==> run_1/layers.png <==
Bar = 20 um. Only two layers are drawn.
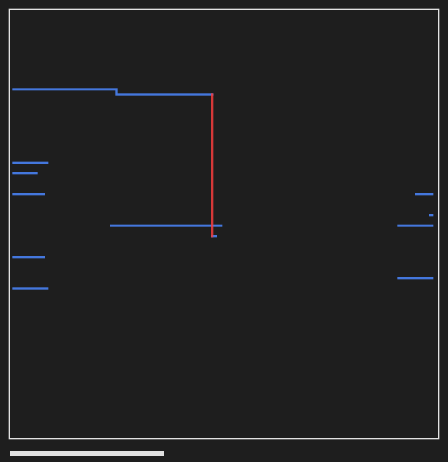
==> run_1/gates.png <==
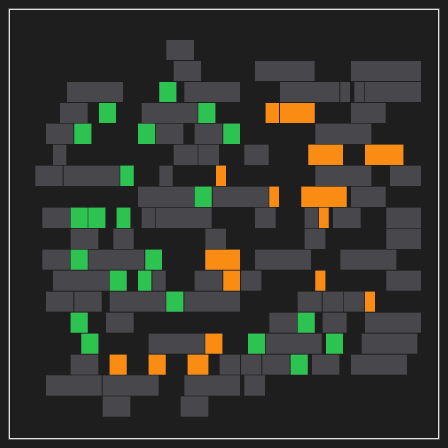
==> run_1/ff_map.png <==
Bar = 20 um. Other sequential cells in the stronger grey, the rest of the logic in the fainter grey.
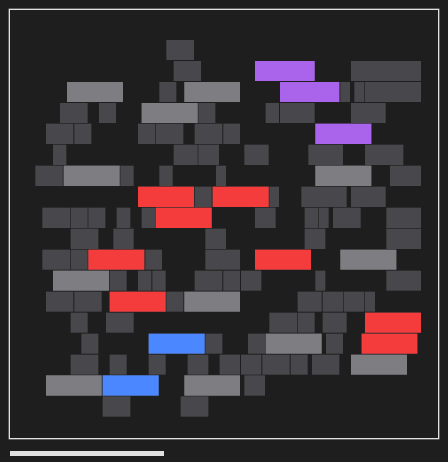
==> config.mk <==
export PLATFORM = sky130hd
export DESIGN_NAME = lvds_serializer_flat
export DESIGN_NICKNAME = d
export VERILOG_FILES = /design/src/rtl/lvds_serializer_if.sv /design/src/rtl/lvds_serializer.sv /design/src/flat_wrapper.sv
export SDC_FILE = /design/constraint.sdc
export NUM_CORES = 1
export LEC_CHECK = 0
export CORE_MARGIN = 2
export CORE_UTILIZATION = 39
export DETAILED_ROUTE_END_ITERATION = 10
export MAX_ROUTING_LAYER = met4
export RECOVER_POWER = 50
export SKIP_CTS_REPAIR_TIMING = 1
export SLEW_MARGIN = 10
export SYNTH_ARGS = -nofsm -noshare
export SYNTH_HDL_FRONTEND = slang
export SYNTH_SLANG_ARGS = --single-unit
==> constraint.sdc <==
create_clock -name clk_serial -period 1.3 [get_ports clk_serial]
set_input_delay 0.26 -clock clk_serial [delete_from_list [all_inputs] [get_ports clk_serial]]
set_output_delay 0.26 -clock clk_serial [all_outputs]
set_load 0.03 [all_outputs]
==> run summary, run 1 <==
status: complete, but fails checks
failing checks: setup timing
Max Root-Sink Buffers: 2
CP max stage cell: sky130_fd_sc_hd__dfxtp_2
fin nets: 129
latest clock arrival within the worst-skew pair: 0.31 ns
H-Tree Level Count: 1
TritonCTS buffer count: 3
final worst-path cycle share: 105.6%
area added between synthesis and finish: 23.46%
final count of negative-setup-slack endpoints: 1
power density over the cells: 1018 nW/um2
Largest stage delay, worst path: 0.38 ns
CP Depth: 4
least setup slack across all paths after layout: -0.07234 ns
number of buffer cells added on primary ports: 15
antenna violations before repair: 0
Post-Syn Area: 1035 um2
number of clock sinks: 25
maximum number of pins on one net before global-route repair: 34
clk_skew: 0.01083 ns
Worst Path Buf+Inv: 2
Notes on layers.png above:
[red] M4 | wire length: 18.4 um
[blue] M3 | wire length: 71.5 um
post-detailed-route wirelength per cell: 11.08 um
vias post-DR: 671
total wire length after detailed routing: 1.595 mm

Notes on gates.png above:
[orange] nor cells | cells: 16
[green] nand cells | cells: 22
most numerous logic cell after layout: sky130_fd_sc_hd__dfxtp_1
Layout Cells excl Fill: 144

Notes on ff_map.png above:
[purple] u_core.bit_cnt_q | sequential cells: 3
[blue] u_core.sync_q | sequential cells: 2
[red] u_core.shift_reg_q | sequential cells: 8
not coloured: 12
total sequential power: 0.810 mW
fraction of area in registers: 39.37%
register area: 503.0 um2

[run 1: cells by family (layout without fill, tap and decap cells)]
group           count (synthesis)  count (layout)  share of synthesized area (%)
mux                             9               9                          8.707
simple gates                   43              43                          28.54
flops                          25              25                          48.37
fa+ha+maj                       3               3                          3.628
compound gates                  8               8                          5.320
buf+inv                         9              26                          5.441
[run 1: synth_stat cells (all sizes together)]
cell type and instances:
nor4bb 1, and4b 1, nor3 1, and3b 4
nor3b 4, o21ba 1, nor2b 5, nor2 5
mux2i 9, ha 3, nand3 3, buf 6
dfxtp 25, inv 2, o21bai 4, nand2b 19
clkbuf 1, a21oi 3
[run 1: routing by layer]
metal / global-route usage, % / routed length (um) / up-vias
li1: - / - / 354
met1: 15.24 / 793 / 303
met2: 16.16 / 712 / 12
met3: 4.215 / 71 / 2
met4: 3.136 / 18 / 0
met5: - / 0 / -
[run 1: final cells by class]
type / instances / area [um2]
inverters: 2 / 7.507
fillers: 234 / 1222
repair buffers: 20 / 203.9
flip-flops and latches: 25 / 503.0
multi-input cells: 63 / 498.0
well taps: 30 / 37.54
clock buffers: 3 / 22.52
clock inverters: 1 / 5.005
[run 1: through the flow]
| stage | instances | total power, mW |
|---|---|---|
| after CTS | 144 | 1.318 |
| final | 144 | 1.301 |
| after detailed placement | 140 | 0.9777 |
| after floorplan | 97 | 0.9146 |
| after global placement | 140 | 0.9725 |
| after global routing | 144 | 1.375 |
[run 1: power breakdown]
part,internal [mW],switching [mW],leakage [nW],total [mW]
Clock,0.115,0.216,0.0177,0.331
Combinational,0.0937,0.0660,0.331,0.160
Sequential,0.795,0.0149,0.205,0.810
--- run 2 (diff from run 1) ---
--- a/config.mk
+++ b/config.mk
@@ -5,11 +5,13 @@
 export SDC_FILE = /design/constraint.sdc
 export NUM_CORES = 1
 export LEC_CHECK = 0
+export CORE_ASPECT_RATIO = 1.1
 export CORE_MARGIN = 2
 export CORE_UTILIZATION = 39
 export DETAILED_ROUTE_END_ITERATION = 10
 export MAX_ROUTING_LAYER = met4
 export RECOVER_POWER = 50
+export SETUP_SLACK_MARGIN = 0.4
 export SKIP_CTS_REPAIR_TIMING = 1
 export SLEW_MARGIN = 10
 export SYNTH_ARGS = -nofsm -noshare
==> run_2/layers.png <==
Bar = 20 um. Only two layers are drawn.
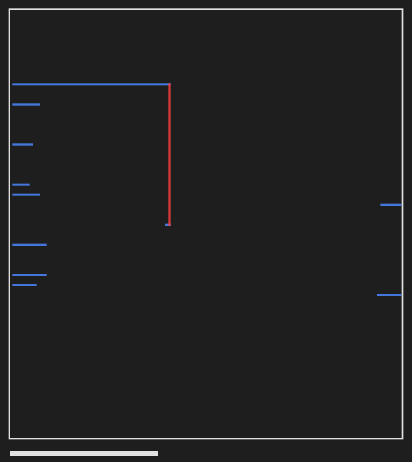
[blue] M3 | wire length: 50.1 um
[red] M4 | wire length: 19.0 um
post-detailed-route wirelength per cell: 11.66 um
All-Layer GR Usage: 11.02%
total wire length after detailed routing: 1.761 mm
vias post-DR: 700

==> run 2 against run 1 <==
Effect of this change:
- the run still ends with setup timing left
- sequential share of layout area decreased by 4.5 points
- clock skew decreased by 0.0064 ns
- register-to-register slack got worse by 0.02 ns
- synthesized cell count unchanged
- total power increased by 2.2%
- clock-buffer cell count increased by 1
- maximum frequency decreased by 0.63%
==> run summary, run 2 <==
number of clock sinks: 25 (unchanged)
Critical Path Start Type: flop
latest clock arrival within the worst-skew pair: 0.30 ns (about the same)
final worst-path cycle share: 106.2% (+0.67 points)
TritonCTS buffer count: 3 (unchanged)
failing checks: setup timing
Post-Syn Area: 1035 um2 (unchanged)
post-synth tally of flip-flops with integrated enable: 0 (unchanged)
Mapped Avg Cell Area: 10.67 um2
boundary pin count: 16
maximum number of pins on one net before global-route repair: 34 (unchanged)
most instantiated flip-flop cell in the synthesis netlist: sky130_fd_sc_hd__dfxtp_1
CP max stage cell: sky130_fd_sc_hd__dfxtp_2
CP arrival: 1.12 ns
final count of negative-setup-slack endpoints: 1 (unchanged)
least setup slack across all paths after layout: -0.08100 ns (-0.008652 ns)
H-Tree Level Count: 1 (unchanged)
area added between synthesis and finish: 43.05%
number of filler cells placed in the layout: 225 (-3.8%)
cell types with the highest counts after synthesis: 25 x sky130_fd_sc_hd__dfxtp_1, 19 x sky130_fd_sc_hd__nand2b_1, 9 x sky130_fd_sc_hd__mux2i_1, 5 x sky130_fd_sc_hd__nor2_1, 5 x sky130_fd_sc_hd__nor2b_1
clk_skew: 0.004410 ns (-0.006420 ns)
TritonCTS clock tree: yes
critical path type: reg -> out
status: complete, but fails checks
antenna violations before repair: 0 (unchanged)
fin nets: 135 (+4.7%)
type of element capturing the critical path: output port
buffer type at the clock tree root: sky130_fd_sc_hd__clkbuf_4
most numerous logic cell after layout: sky130_fd_sc_hd__dfxtp_1
Largest stage delay, worst path: 0.38 ns (about the same)
power density over the cells: 897.7 nW/um2 (-12%)
most frequent cell after synthesis: sky130_fd_sc_hd__dfxtp_1
total inserted antenna cells: 0
share of synthesized registers carrying an async set or reset: 0% (unchanged)
number of buffer cells added on primary ports: 15 (unchanged)
Max Root-Sink Buffers: 2 (unchanged)
Fin Setup TNS: -0.08100 ns
==> run_2/congestion_map.png <==
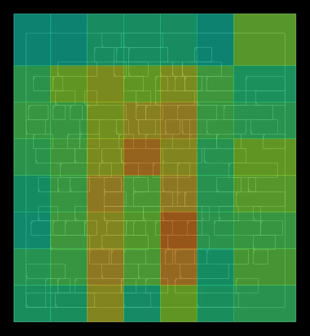
met2 track utilization from global routing: 16.07%
met3 routing resource usage after global routing: 3.093%
met1 routing resource usage after global routing: 13.89%
most congested layer reported by global routing: met2

run 2: logic make-up (layout without fill, tap and decap cells):
group	Yosys count	in the layout	share of synthesized area, %
simple gates	43	43	28.54
flops	25	25	48.37
mux	9	9	8.707
buf+inv	9	32	5.441
compound gates	8	8	5.320
fa+ha+maj	3	3	3.628
run 2: metrics by stage:
stage	instance area [um2]	hold slack, ns	std cells	setup WS, ns	power [mW]
after CTS	1265	0.4585	143	-0.3103	1.311
after floorplan	1081	0.3882	97	0.2391	0.9233
after global routing	1480	0.4653	151	-0.1461	1.400
after global placement	1239	0.4203	139	0.04022	0.9775
after detailed placement	1239	0.4293	139	0.03523	0.9821
final	1480	0.4556	151	-0.08100	1.329
run 2: critical path, delay by kind of cell, from the launching register on:
kind / cells / cell delay [ns]
flip-flops: 1 / 0.38
buffers and inverters: 2 / 0.18
adder cells (fa/ha/maj): 1 / 0.14
AND/OR/NAND/NOR: 1 / 0.11
run 2: layout make-up:
class / count / area, um2 / share of cell area, %
inverter: 2 / 7.507 / 0.5072
timing repair buffer: 26 / 304.0 / 20.54
sequential: 25 / 516.7 / 34.91
clock buffer: 4 / 26.28 / 1.775
multi-input combinational: 63 / 586.8 / 39.64
tap: 31 / 38.79 / 2.620
run 2: layer usage:
| layer | share of wire, % | track usage, % | up-vias |
|---|---|---|---|
| met5 | 0 | - | - |
| met4 | 1.1 | 5.495 | 0 |
| met3 | 2.8 | 3.093 | 2 |
| met2 | 50 | 16.07 | 10 |
| met1 | 46 | 13.89 | 321 |
| li1 | - | - | 367 |
run 2: report_power, final:
part,switching [mW],internal (mW),leakage (nW)
combinational,0.0741,0.114,0.351
sequential,0.0188,0.792,0.207
clock,0.210,0.119,0.0150
Power is estimated from default activity; no workload was simulated.
